===== src/rtl/l1_pkg.sv =====
// Shared types and constants for the L1 data cache controller and its line storage.
package l1_pkg;

  localparam int L1_WORD_W   = 32;
  localparam int L1_IDX_BITS = 3;
  localparam int L1_TAG_W    = L1_WORD_W - L1_IDX_BITS;
  localparam int L2_HOLD_MIN = 4;

  typedef enum logic [1:0] {
    IDLE,
    LOOKUP,
    L2_REQ,
    RESP
  } state_e;

  typedef struct packed {
    logic                valid;
    logic [L1_TAG_W-1:0] tag;
    logic [L1_WORD_W-1:0] data;
  } l1_line_t;

endpackage


===== src/rtl/l1_array.sv =====
// Direct-mapped L1 line storage: asynchronous read, synchronous write, cleared on reset.
module l1_array
  import l1_pkg::*;
#(
  parameter int IDX_W = L1_IDX_BITS
) (
  input  logic             clk,
  input  logic             rst,
  input  logic [IDX_W-1:0] rd_idx,
  output l1_line_t         rd_line,
  input  logic             wr_en,
  input  logic [IDX_W-1:0] wr_idx,
  input  l1_line_t         wr_line
);

  localparam int DEPTH = 2 ** IDX_W;

  l1_line_t lines [DEPTH];

  always_ff @(posedge clk or negedge rst) begin
    if (!rst) begin
      for (int i = 0; i < DEPTH; i++) begin
        lines[i] <= '0;
      end
    end else if (wr_en) begin
      lines[wr_idx] <= wr_line;
    end
  end

  assign rd_line = lines[rd_idx];

endmodule


===== src/rtl/l1_ctrl.sv =====
// Direct-mapped, write-through, write-allocate L1 controller in front of l2's raw
// capture/execute port; serves read hits locally and hides l2's phase from the CPU.
module l1_ctrl
  import l1_pkg::*;
#(
  parameter int WORD_SIZE = L1_WORD_W,
  parameter int L1_IDX_W  = L1_IDX_BITS,
  parameter int L2_HOLD   = 4
) (
  input  logic                 clk,
  input  logic                 rst,
  input  logic                 cpu_req,
  input  logic                 cpu_we,
  input  logic [WORD_SIZE-1:0] cpu_addr,
  input  logic [WORD_SIZE-1:0] cpu_wdata,
  output logic                 cpu_req_ready,
  output logic                 cpu_resp_valid,
  output logic [WORD_SIZE-1:0] cpu_rdata,
  output logic                 cpu_l1_hit,
  output logic                 cpu_l2_miss,
  output logic                 l2_wr_en,
  output logic [WORD_SIZE-1:0] l2_addr,
  output logic [WORD_SIZE-1:0] l2_data,
  input  logic [WORD_SIZE-1:0] l2_data_out,
  input  logic                 l2_hit_or_miss,
  output state_e               state_dbg
);

  // Handshake: a request is taken on a rising edge where cpu_req and cpu_req_ready
  // are both 1; cpu_resp_valid is a single-cycle pulse with no back-pressure.

  // Holds shorter than the l2 minimum would miss its execute phase, so clamp.
  localparam int HOLD        = (L2_HOLD < L2_HOLD_MIN) ? L2_HOLD_MIN : L2_HOLD;
  localparam int CNT_W       = $clog2(HOLD);
  localparam logic [CNT_W-1:0] CNT_LAST   = CNT_W'(HOLD - 1);
  localparam logic [CNT_W-1:0] CNT_SAMPLE = CNT_W'(2);

  state_e               state;
  logic                 lat_we;
  logic [WORD_SIZE-1:0] lat_addr;
  logic [WORD_SIZE-1:0] lat_wdata;
  logic [CNT_W-1:0]     hold_cnt;
  logic                 l2_seen;
  logic [WORD_SIZE-1:0] l2_buf;

  logic [L1_IDX_W-1:0]  idx;
  l1_line_t             rd_line;
  logic                 line_hit;
  logic                 sample_hit;
  logic                 fill_hit;
  logic [WORD_SIZE-1:0] fill_data;
  logic                 hold_last;
  logic                 arr_wr_en;
  l1_line_t             arr_wr_line;

  assign idx       = lat_addr[L1_IDX_W-1:0];
  assign state_dbg = state;

  l1_array #(.IDX_W(L1_IDX_W)) u_array (
    .clk     (clk),
    .rst     (rst),
    .rd_idx  (idx),
    .rd_line (rd_line),
    .wr_en   (arr_wr_en),
    .wr_idx  (idx),
    .wr_line (arr_wr_line)
  );

  // l2 status before the third hold cycle may still belong to its previous phase.
  always_comb begin
    line_hit   = rd_line.valid && (rd_line.tag == lat_addr[WORD_SIZE-1:L1_IDX_W]);
    sample_hit = (hold_cnt >= CNT_SAMPLE) && l2_hit_or_miss;
    fill_hit   = l2_seen || sample_hit;
    fill_data  = l2_seen ? l2_buf : l2_data_out;
    hold_last  = (hold_cnt == CNT_LAST);
    arr_wr_en  = ((state == LOOKUP) && lat_we) ||
                 ((state == L2_REQ) && !lat_we && hold_last && fill_hit);
    arr_wr_line       = '0;
    arr_wr_line.valid = 1'b1;
    arr_wr_line.tag   = lat_addr[WORD_SIZE-1:L1_IDX_W];
    arr_wr_line.data  = lat_we ? lat_wdata : fill_data;
  end

  always_ff @(posedge clk or negedge rst) begin
    if (!rst) begin
      state          <= IDLE;
      lat_we         <= 1'b0;
      lat_addr       <= '0;
      lat_wdata      <= '0;
      hold_cnt       <= '0;
      l2_seen        <= 1'b0;
      l2_buf         <= '0;
      cpu_req_ready  <= 1'b1;
      cpu_resp_valid <= 1'b0;
      cpu_rdata      <= '0;
      cpu_l1_hit     <= 1'b0;
      cpu_l2_miss    <= 1'b0;
      l2_wr_en       <= 1'b0;
      l2_addr        <= '0;
      l2_data        <= '0;
    end else begin
      case (state)
        IDLE: begin
          if (cpu_req) begin
            lat_we        <= cpu_we;
            lat_addr      <= cpu_addr;
            lat_wdata     <= cpu_wdata;
            cpu_req_ready <= 1'b0;
            state         <= LOOKUP;
          end
        end
        LOOKUP: begin
          if (!lat_we && line_hit) begin
            cpu_rdata      <= rd_line.data;
            cpu_l1_hit     <= 1'b1;
            cpu_resp_valid <= 1'b1;
            state          <= RESP;
          end else begin
            cpu_l1_hit <= lat_we && line_hit;
            l2_wr_en   <= lat_we;
            l2_addr    <= lat_addr;
            l2_data    <= lat_we ? lat_wdata : '0;
            hold_cnt   <= '0;
            l2_seen    <= 1'b0;
            state      <= L2_REQ;
          end
        end
        L2_REQ: begin
          if (sample_hit && !l2_seen) begin
            l2_seen <= 1'b1;
            l2_buf  <= l2_data_out;
          end
          if (hold_last) begin
            l2_wr_en <= 1'b0;
            l2_addr  <= '0;
            l2_data  <= '0;
            if (!lat_we) begin
              cpu_rdata   <= fill_hit ? fill_data : '0;
              cpu_l2_miss <= !fill_hit;
            end
            cpu_resp_valid <= 1'b1;
            state          <= RESP;
          end else begin
            hold_cnt <= hold_cnt + CNT_W'(1);
          end
        end
        RESP: begin
          cpu_resp_valid <= 1'b0;
          cpu_rdata      <= '0;
          cpu_l1_hit     <= 1'b0;
          cpu_l2_miss    <= 1'b0;
          cpu_req_ready  <= 1'b1;
          state          <= IDLE;
        end
        default: state <= IDLE;
      endcase
    end
  end

endmodule


===== config.mk =====
export PLATFORM = sky130hd
export DESIGN_NAME = l1_ctrl
export DESIGN_NICKNAME = d
export VERILOG_FILES = /design/src/rtl/l1_pkg.sv /design/src/rtl/l1_array.sv /design/src/rtl/l1_ctrl.sv
export SDC_FILE = /design/constraint.sdc
export NUM_CORES = 1
export LEC_CHECK = 0
export ABC_AREA = 1
export CAP_MARGIN = 0
export CORE_MARGIN = 2
export CORE_UTILIZATION = 55
export CTS_CLUSTER_DIAMETER = 80
export DETAILED_ROUTE_END_ITERATION = 8
export HOLD_SLACK_MARGIN = 0.05
export PLACE_DENSITY = 0.73
export SYNTH_ARGS = -nofsm -noshare
export SYNTH_HDL_FRONTEND = slang
export SYNTH_SLANG_ARGS = --single-unit

===== constraint.sdc =====
create_clock -name clk -period 3.4 [get_ports clk]
set_input_delay 0.51 -clock clk [delete_from_list [all_inputs] [get_ports clk]]
set_output_delay 0.51 -clock clk [all_outputs]
set_load 0.05 [all_outputs]

**Run 1: sequential cells colored by netlist name**

(2 px per um) Other sequential cells in the stronger gray, the rest of the logic in the fainter gray.
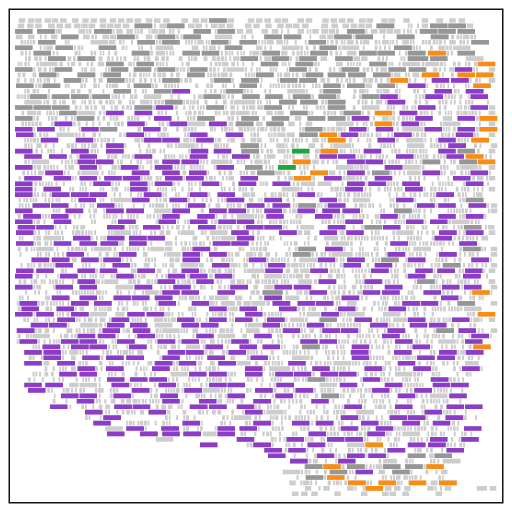
[u_array.lines] purple | sequential cells: 496
[l2_addr] orange | sequential cells: 32
[state_dbg] green | sequential cells: 2

**Run 1: signal metal coverage by tile**

(1.5 px per um) 25 x 25 tiles, from dark blue (low) to red (high), scaled to the fullest tile. Values are wire area over tile area, all layers added.
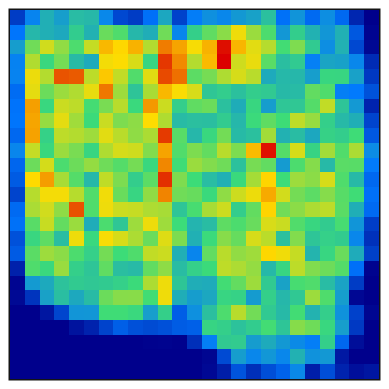
mean over tiles: 0.27
nearly empty tiles: 9.6%
fullest tile: 0.61
tiles over half the peak: 45%
post-detailed-routing wire length: 98.88 mm
via total after detailed routing: 28140
total global routing track utilization: 0.3314
average detailed-routed wire length per instance: 19.39 um

**Run 1: signal wires by layer**

(1.5 px per um) Two of the layers only.
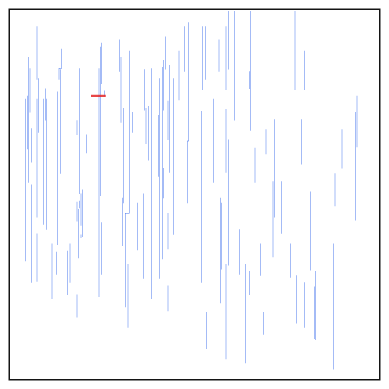
[M5] red | wire length: 8.30 um
[M4] blue | wire length: 4820 um

==> run_summary.xml, run 1 <==
<?xml version="1.0" encoding="UTF-8"?>
<metrics>
  <group name="sta">
    <metric name="post-route-worst-setup-slack" unit="ns">0.2278</metric>
    <metric name="final_min_period_over_clock_period" unit="">0.9330</metric>
    <metric name="finClkSkew" unit="ns">0.02531</metric>
    <metric name="hold_viol" unit="">0</metric>
    <metric name="worst_margin_pin_slew" unit="ns">1.152</metric>
    <metric name="timing.slew.headroom" unit="">0.2321</metric>
    <metric name="fin_tns_setup" unit="ns">0</metric>
  </group>
  <group name="power_and_ir_drop">
    <metric name="design_power_total" unit="W">0.03882</metric>
    <metric name="cellPowerDensity" unit="nW/um^2">1030</metric>
  </group>
  <group name="layout">
    <metric name="post_layout_nonfiller_instances" unit="">5098</metric>
    <metric name="finish.utilization" unit="">0.6521</metric>
    <metric name="design.final.nets" unit="">4386</metric>
    <metric name="final_layout_size_suffix_gt1_frac" unit="">0.06256</metric>
    <metric name="finish.instance_area" unit="sq um">37700</metric>
  </group>
  <group name="synth">
    <metric name="synth.yosys.chip_area" unit="sq um">32200</metric>
    <metric name="synthDistinctLibCells" unit="">33</metric>
    <metric name="ys.flops" unit="">699</metric>
    <metric name="yosysWarningCount" unit="">0</metric>
    <metric name="synth.cellmix.adderShare" unit="">0.002331</metric>
    <metric name="synth-xor-area-share" unit="">0</metric>
    <metric name="syn-num-nets" unit="">4261</metric>
    <metric name="mean_instance_size_in_the_synthesized_netlist" unit="sq um">7.752</metric>
    <metric name="syn_inst" unit="">4154</metric>
    <metric name="simple_share_synth" unit="">0.2508</metric>
  </group>
  <group name="floorplanning">
    <metric name="dieArea" unit="sq um">60500</metric>
    <metric name="die_h" unit="um">246.0</metric>
    <metric name="die-width" unit="um">246.0</metric>
    <metric name="count_of_boundary_i_o_pins" unit="">204</metric>
  </group>
  <group name="place">
    <metric name="place.detailed.instances" unit="">4968</metric>
    <metric name="io_buffers" unit="">203</metric>
    <metric name="dp_worst_setup_slack" unit="ns">0.2300</metric>
    <metric name="globalplace.congestion" unit="">0.9175</metric>
  </group>
  <group name="critical_path">
    <metric name="worst-endpoint-arrival" unit="ns">3.67</metric>
    <metric name="timing.rr.end" unit="">cpu_rdata[28]</metric>
    <metric name="worst_path_largest_cell_delay" unit="ns">0.43</metric>
    <metric name="cp.buffers_inverters" unit="">3</metric>
    <metric name="endpoint_kind" unit="">register</metric>
    <metric name="critPathSlowestCell" unit="">dfrtp_4</metric>
    <metric name="setup.worst_path.start" unit="">lat_addr[0]</metric>
    <metric name="crit_fanout" unit="">49</metric>
    <metric name="start_kind" unit="">register</metric>
    <metric name="critical_path_depth" unit="">18</metric>
    <metric name="timing.critical_path.max_delay_family" unit="">simple AND/OR/NAND/NOR gates</metric>
  </group>
  <group name="hold_path">
    <metric name="cell_count_of_the_worst_hold_path" unit="">3</metric>
    <metric name="hold_path_class" unit="">in -&gt; reg</metric>
    <metric name="min_from" unit="">cpu_wdata[13]</metric>
  </group>
  <group name="clock_network">
    <metric name="cts_buffer_depth" unit="">3</metric>
    <metric name="post_cts.repair.setup_buffers" unit="">0</metric>
    <metric name="tritoncts_clock_tree" unit="">done</metric>
    <metric name="clkTransAtPathRegs" unit="ns">0.07</metric>
    <metric name="cts-resized-gates" unit="">0</metric>
    <metric name="cts_hold_buffers" unit="">1</metric>
  </group>
  <group name="global_routing">
    <metric name="grt_busiest_layer" unit="">met2</metric>
    <metric name="grt_use_met2" unit="">0.5225</metric>
  </group>
  <group name="flow_run">
    <metric name="max_cap_violations" unit="">0</metric>
  </group>
  <group name="run_status">
    <metric name="run_status" unit="">finished, final reports clean</metric>
  </group>
  <group name="detailed_routing">
    <metric name="drtAntennaViolNets" unit="">0</metric>
  </group>
</metrics>
-- run 1: power by group --
group | switching [W] | internal, W | total (W) | leakage (nW)
sequential | 0.00202 | 0.0118 | 0.0138 | 8.19
clock | 0.00333 | 0.00466 | 0.00799 | 1.16
combinational | 0.0119 | 0.00515 | 0.0170 | 9.10
total | 0.0172 | 0.0216 | 0.0388 | 18.5
-- run 1: area by class of cell --
class,instances,area [sq um]
fill,4847,20110
inverter,430,1617
clock buffer,108,2141
timing repair buffer,313,3203
multi-input combinational,2762,12060
tap,765,957.2
antenna,1,2.502
sequential,699,17500
clock inverter,20,214.0
-- run 1: cell usage after synthesis, drive strengths merged --
| master | number | share of area |
|---|---|---|
| and2 | 1 | 0.00019 |
| o21ai | 610 | 0.095 |
| a22oi | 8 | 0.0019 |
| nand3 | 155 | 0.024 |
| o22ai | 44 | 0.0085 |
| o31ai | 9 | 0.0021 |
| nor2 | 152 | 0.018 |
| buf | 76 | 0.013 |
| inv | 426 | 0.050 |
| ha | 6 | 0.0023 |
| o221ai | 1 | 0.00027 |
| o41ai | 11 | 0.0030 |
| or2 | 21 | 0.0041 |
| dfstp | 1 | 0.00082 |
| nand4 | 51 | 0.0099 |
| a221oi | 12 | 0.0033 |
| clkinv | 4 | 0.00047 |
| a21oi | 9 | 0.0014 |
| nand2 | 1646 | 0.19 |
| o2111ai | 6 | 0.0016 |
| dfrtp | 698 | 0.54 |
| nor3 | 13 | 0.0020 |
| clkbuf | 187 | 0.022 |
| o211ai | 7 | 0.0016 |
-- run 1: per-layer routing --
metal  part of all wire  vias to the layer above
met1               0.41                    13470
met4              0.049                        2
li1                   -                    13280
met2               0.47                     1163
met3              0.077                      224
met5           0.000081                        -
**Run 1: wires at chosen ports, followed through buffers**

(2 px per um)
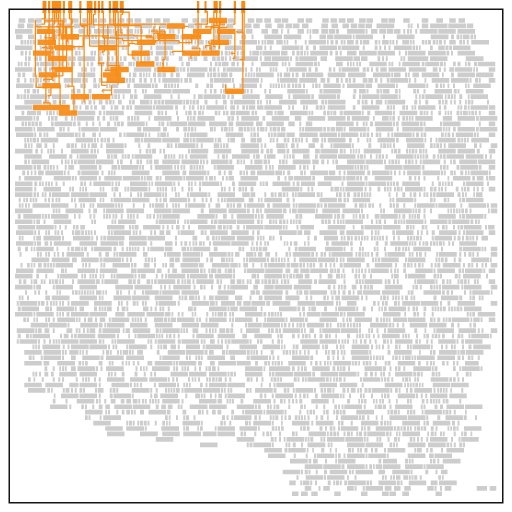

## Run 2: what changed since run 1
--- a/config.mk
+++ b/config.mk
@@ -6,10 +6,9 @@
 export NUM_CORES = 1
 export LEC_CHECK = 0
 export ABC_AREA = 1
-export CAP_MARGIN = 0
+export CORE_ASPECT_RATIO = 1.75
 export CORE_MARGIN = 2
 export CORE_UTILIZATION = 55
-export CTS_CLUSTER_DIAMETER = 80
 export DETAILED_ROUTE_END_ITERATION = 8
 export HOLD_SLACK_MARGIN = 0.05
 export PLACE_DENSITY = 0.73
**Run 2: wires at chosen ports, followed through buffers**

(2 px per um)
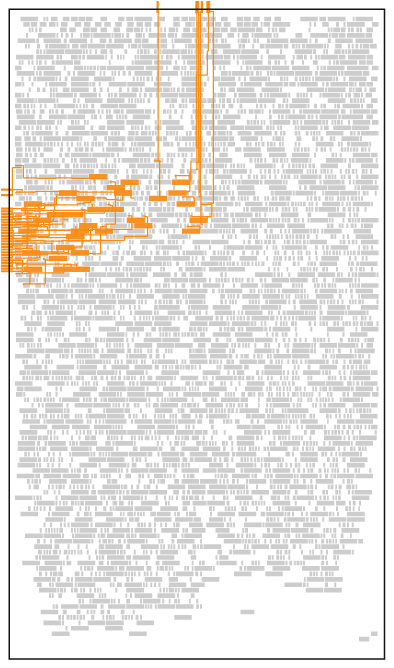
[cpu_rdata] orange | bits: 32 | direction: output | edge: 26 left, 6 top | end cells: 32 | buffers: 32 | wire: 2100 um

**Run 2: sequential cells colored by netlist name**

(2 px per um) Other sequential cells in the stronger gray, the rest of the logic in the fainter gray.
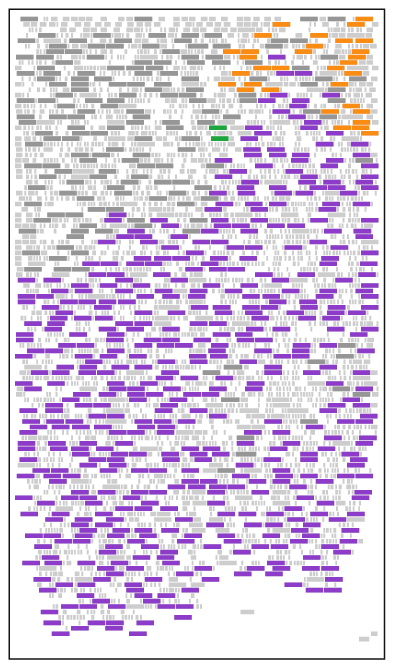
[l2_addr] orange | sequential cells: 32 | where: upper right
[state_dbg] green | sequential cells: 2
[u_array.lines] purple | sequential cells: 496
not colored: 169
Sequential Area: 17500 sq um
fin util: 0.6495
flip-flop and latch share of the layout cell area: 0.4649
Power Sequential: 0.0138 W

==> run_summary.xml, run 2 <==
<?xml version="1.0" encoding="UTF-8"?>
<metrics>
  <group name="run_status">
    <metric name="run_status" unit="">finished, final reports clean</metric>
  </group>
  <group name="sta">
    <metric name="timing.slew.headroom" unit="">0.2325</metric>
    <metric name="post-route-worst-setup-slack" unit="ns">0.1823</metric>
    <metric name="worst_margin_pin_slew" unit="ns">1.144</metric>
    <metric name="fin_tns_setup" unit="ns">0</metric>
    <metric name="finClkSkew" unit="ns">0.02510</metric>
    <metric name="final_min_period_over_clock_period" unit="">0.9464</metric>
    <metric name="hold_viol" unit="">0</metric>
  </group>
  <group name="place">
    <metric name="io_buffers" unit="">203</metric>
    <metric name="dp_worst_setup_slack" unit="ns">0.08942</metric>
    <metric name="detailed_place_hpwl" unit="mm">69.90</metric>
    <metric name="globalplace.congestion" unit="">0.9273</metric>
    <metric name="place.detailed.instances" unit="">4984</metric>
  </group>
  <group name="critical_path">
    <metric name="regToRegSetupSlack" unit="ns">0.18</metric>
    <metric name="endpoint_kind" unit="">register</metric>
    <metric name="critical_path.cell_chain" unit="">buf_16 -&gt; or2_2 -&gt; nand3_1 -&gt; nand2_1 -&gt; nor2_1 -&gt; nand2_1 -&gt; nand2_1 -&gt; nand2_1 -&gt; nor2_2 -&gt; nand2_1 -&gt; nor2_1 -&gt; nand3_2 -&gt; nand2_4 -&gt; buf_12 -&gt; nand2_1 -&gt; o21ai_1</metric>
    <metric name="start_kind" unit="">register</metric>
    <metric name="crit_fanout" unit="">72</metric>
    <metric name="worst_path_largest_cell_delay" unit="ns">0.59</metric>
    <metric name="cp_common_cell" unit="">nand2_1</metric>
    <metric name="worst-endpoint-arrival" unit="ns">3.75</metric>
    <metric name="critPathSlowestCell" unit="">dfrtp_4</metric>
    <metric name="setup.worst_path.class" unit="">reg -&gt; reg</metric>
  </group>
  <group name="global_routing">
    <metric name="grt_start_max_net_pins" unit="">125</metric>
    <metric name="grt_util_met3" unit="">0.04328</metric>
    <metric name="groute.usage.overall" unit="">0.3438</metric>
    <metric name="grt_busiest_layer" unit="">met2</metric>
    <metric name="number_of_global_route_vias_before_repair" unit="">27930</metric>
    <metric name="grtUsageMet1" unit="">0.3707</metric>
    <metric name="grt_pass1_wl" unit="mm">158.9</metric>
    <metric name="grt_overflow_total" unit="">0</metric>
    <metric name="grt_use_met2" unit="">0.5974</metric>
  </group>
  <group name="synth">
    <metric name="cell_count_listed_in_synth_stat_txt" unit="">4154</metric>
    <metric name="syn_inst" unit="">4154</metric>
    <metric name="synth_async_sr_flop_share" unit="">1.000</metric>
    <metric name="yosysWarningCount" unit="">0</metric>
    <metric name="edf_count" unit="">0</metric>
    <metric name="netlist.top_cell.by_instances" unit="">nand2_1</metric>
    <metric name="synth.largest_area_cell" unit="">dfrtp_1</metric>
    <metric name="post-synth-top-area-fraction" unit="">0.5424</metric>
    <metric name="mean_instance_size_in_the_synthesized_netlist" unit="sq um">7.752</metric>
    <metric name="ff_type" unit="">dfrtp_1</metric>
    <metric name="ys.flops" unit="">699</metric>
    <metric name="synthDistinctLibCells" unit="">33</metric>
    <metric name="synth.yosys.chip_area" unit="sq um">32200</metric>
    <metric name="synth.top_cells.by_area" unit="">dfrtp_1, nand2_1, o21ai_0</metric>
    <metric name="synth.cells.most_frequent" unit="">nand2_1, dfrtp_1, o21ai_0</metric>
    <metric name="syn-num-nets" unit="">4261</metric>
  </group>
  <group name="detailed_routing">
    <metric name="drtPass1Iterations" unit="">6</metric>
    <metric name="finalWirelength" unit="mm">104.0</metric>
    <metric name="via_count" unit="">28330</metric>
    <metric name="drtAntennaViolNets" unit="">0</metric>
    <metric name="dr_wl_met3" unit="mm">5.777</metric>
    <metric name="routedLengthMet1" unit="mm">36.23</metric>
    <metric name="highest-signal-layer" unit="">met4</metric>
    <metric name="wl_met2" unit="mm">51.68</metric>
    <metric name="initialDrtViolationCount" unit="">2420</metric>
    <metric name="routed_wire_length_per_instance" unit="um">20.36</metric>
  </group>
  <group name="clock_network">
    <metric name="cts_buffer_depth" unit="">3</metric>
    <metric name="tritoncts_clock_tree" unit="">done</metric>
    <metric name="tritoncts.num_buffers" unit="">66</metric>
    <metric name="cts_htree_levels" unit="">3</metric>
    <metric name="post_cts.repair.setup_buffers" unit="">0</metric>
    <metric name="clkTransAtPathRegs" unit="ns">0.06</metric>
  </group>
  <group name="layout">
    <metric name="final_layout_size_suffix_gt1_frac" unit="">0.06490</metric>
    <metric name="area_used_by_multi_input_combinational_logic" unit="sq um">12070</metric>
    <metric name="finish.instance_area" unit="sq um">37650</metric>
    <metric name="lay_top_cells" unit="">nand2_1, dfrtp_1, o21ai_0</metric>
    <metric name="design.final.nets" unit="">4388</metric>
    <metric name="fillerInstances" unit="">4937</metric>
    <metric name="post_layout_nonfiller_instances" unit="">5109</metric>
  </group>
  <group name="flow_run">
    <metric name="max_cap_violations" unit="">0</metric>
  </group>
  <group name="floorplanning">
    <metric name="die-width" unit="um">186.9</metric>
    <metric name="dieArea" unit="sq um">60580</metric>
    <metric name="count_of_boundary_i_o_pins" unit="">204</metric>
    <metric name="area_of_the_placeable_core" unit="sq um">57970</metric>
    <metric name="die_h" unit="um">324.1</metric>
    <metric name="row_count" unit="">117</metric>
  </group>
  <group name="power_and_ir_drop">
    <metric name="leakage" unit="nW">18.42</metric>
    <metric name="cellPowerDensity" unit="nW/um^2">1036</metric>
  </group>
  <group name="hold_path">
    <metric name="hold_path_class" unit="">in -&gt; async</metric>
  </group>
</metrics>
-- run 2: cell counts after synthesis --
No cell type changed its count.
-- run 2: kinds of logic after synthesis --
family | after synthesis | share of synthesized area
buffers and inverters | 693 | 0.08513
adders and majority gates | 6 | 0.002331
AOI/OAI and AO/OA | 717 | 0.1185
and+or+nand+nor | 2039 | 0.2508
DFF | 699 | 0.5432
-- run 2: worst paths after layout --
path	start	end
min in group clk	cpu_wdata[26]	lat_wdata[26]
hold / removal	rst	u_array.lines[356]
max in group asynchronous	rst	u_array.lines[284]
setup / recovery	lat_addr[0]	l2_addr[10]
hold reg to reg	u_array.lines[495]	u_array.lines[495]
setup reg to reg	lat_addr[0]	l2_addr[10]
-- run 2: critical path, delay by kind of cell, from the launching register on --
kind	cells	cell delay [ns]
flops	1	0.59
compound gates	1	0.11
buf+inv	2	0.49
simple gates	13	1.87
-- run 2: through the flow --
stage	util	power, W
CTS	0.6483	0.03879
global route	0.6494	0.04127
finish	0.6495	0.03902
global placement	0.6101	0.03067
detailed placement	0.6101	0.03103
floorplan	-	0.02434
-- run 2: final cells by class --
cell class,count,share of cell area
Clock inverter,23,0.008141
Tap cell,773,0.02569
Antenna cell,6,0.0003988
Multi-Input combinational cell,2762,0.3206
Inverter,430,0.04293
Sequential cell,699,0.4649
Clock buffer,94,0.05041
Timing Repair Buffer,322,0.08696
-- run 2: timing repair --
| action | CTS | global route |
|---|---|---|
| endpoints found under the setup margin | 0 | 99 |
| endpoints found under the hold margin | 39 | 0 |
| hold buffers | 1 | 0 |
| resized | 0 | 10 |
-- run 2: power breakdown --
part	total, W	internal (W)	switching, W
Sequential	0.0138	0.0118	0.00200
Combinational	0.0176	0.00527	0.0123
Clock	0.00768	0.00438	0.00330
Total	0.0390	0.0214	0.0176
Power and IR drop assume default switching activity.
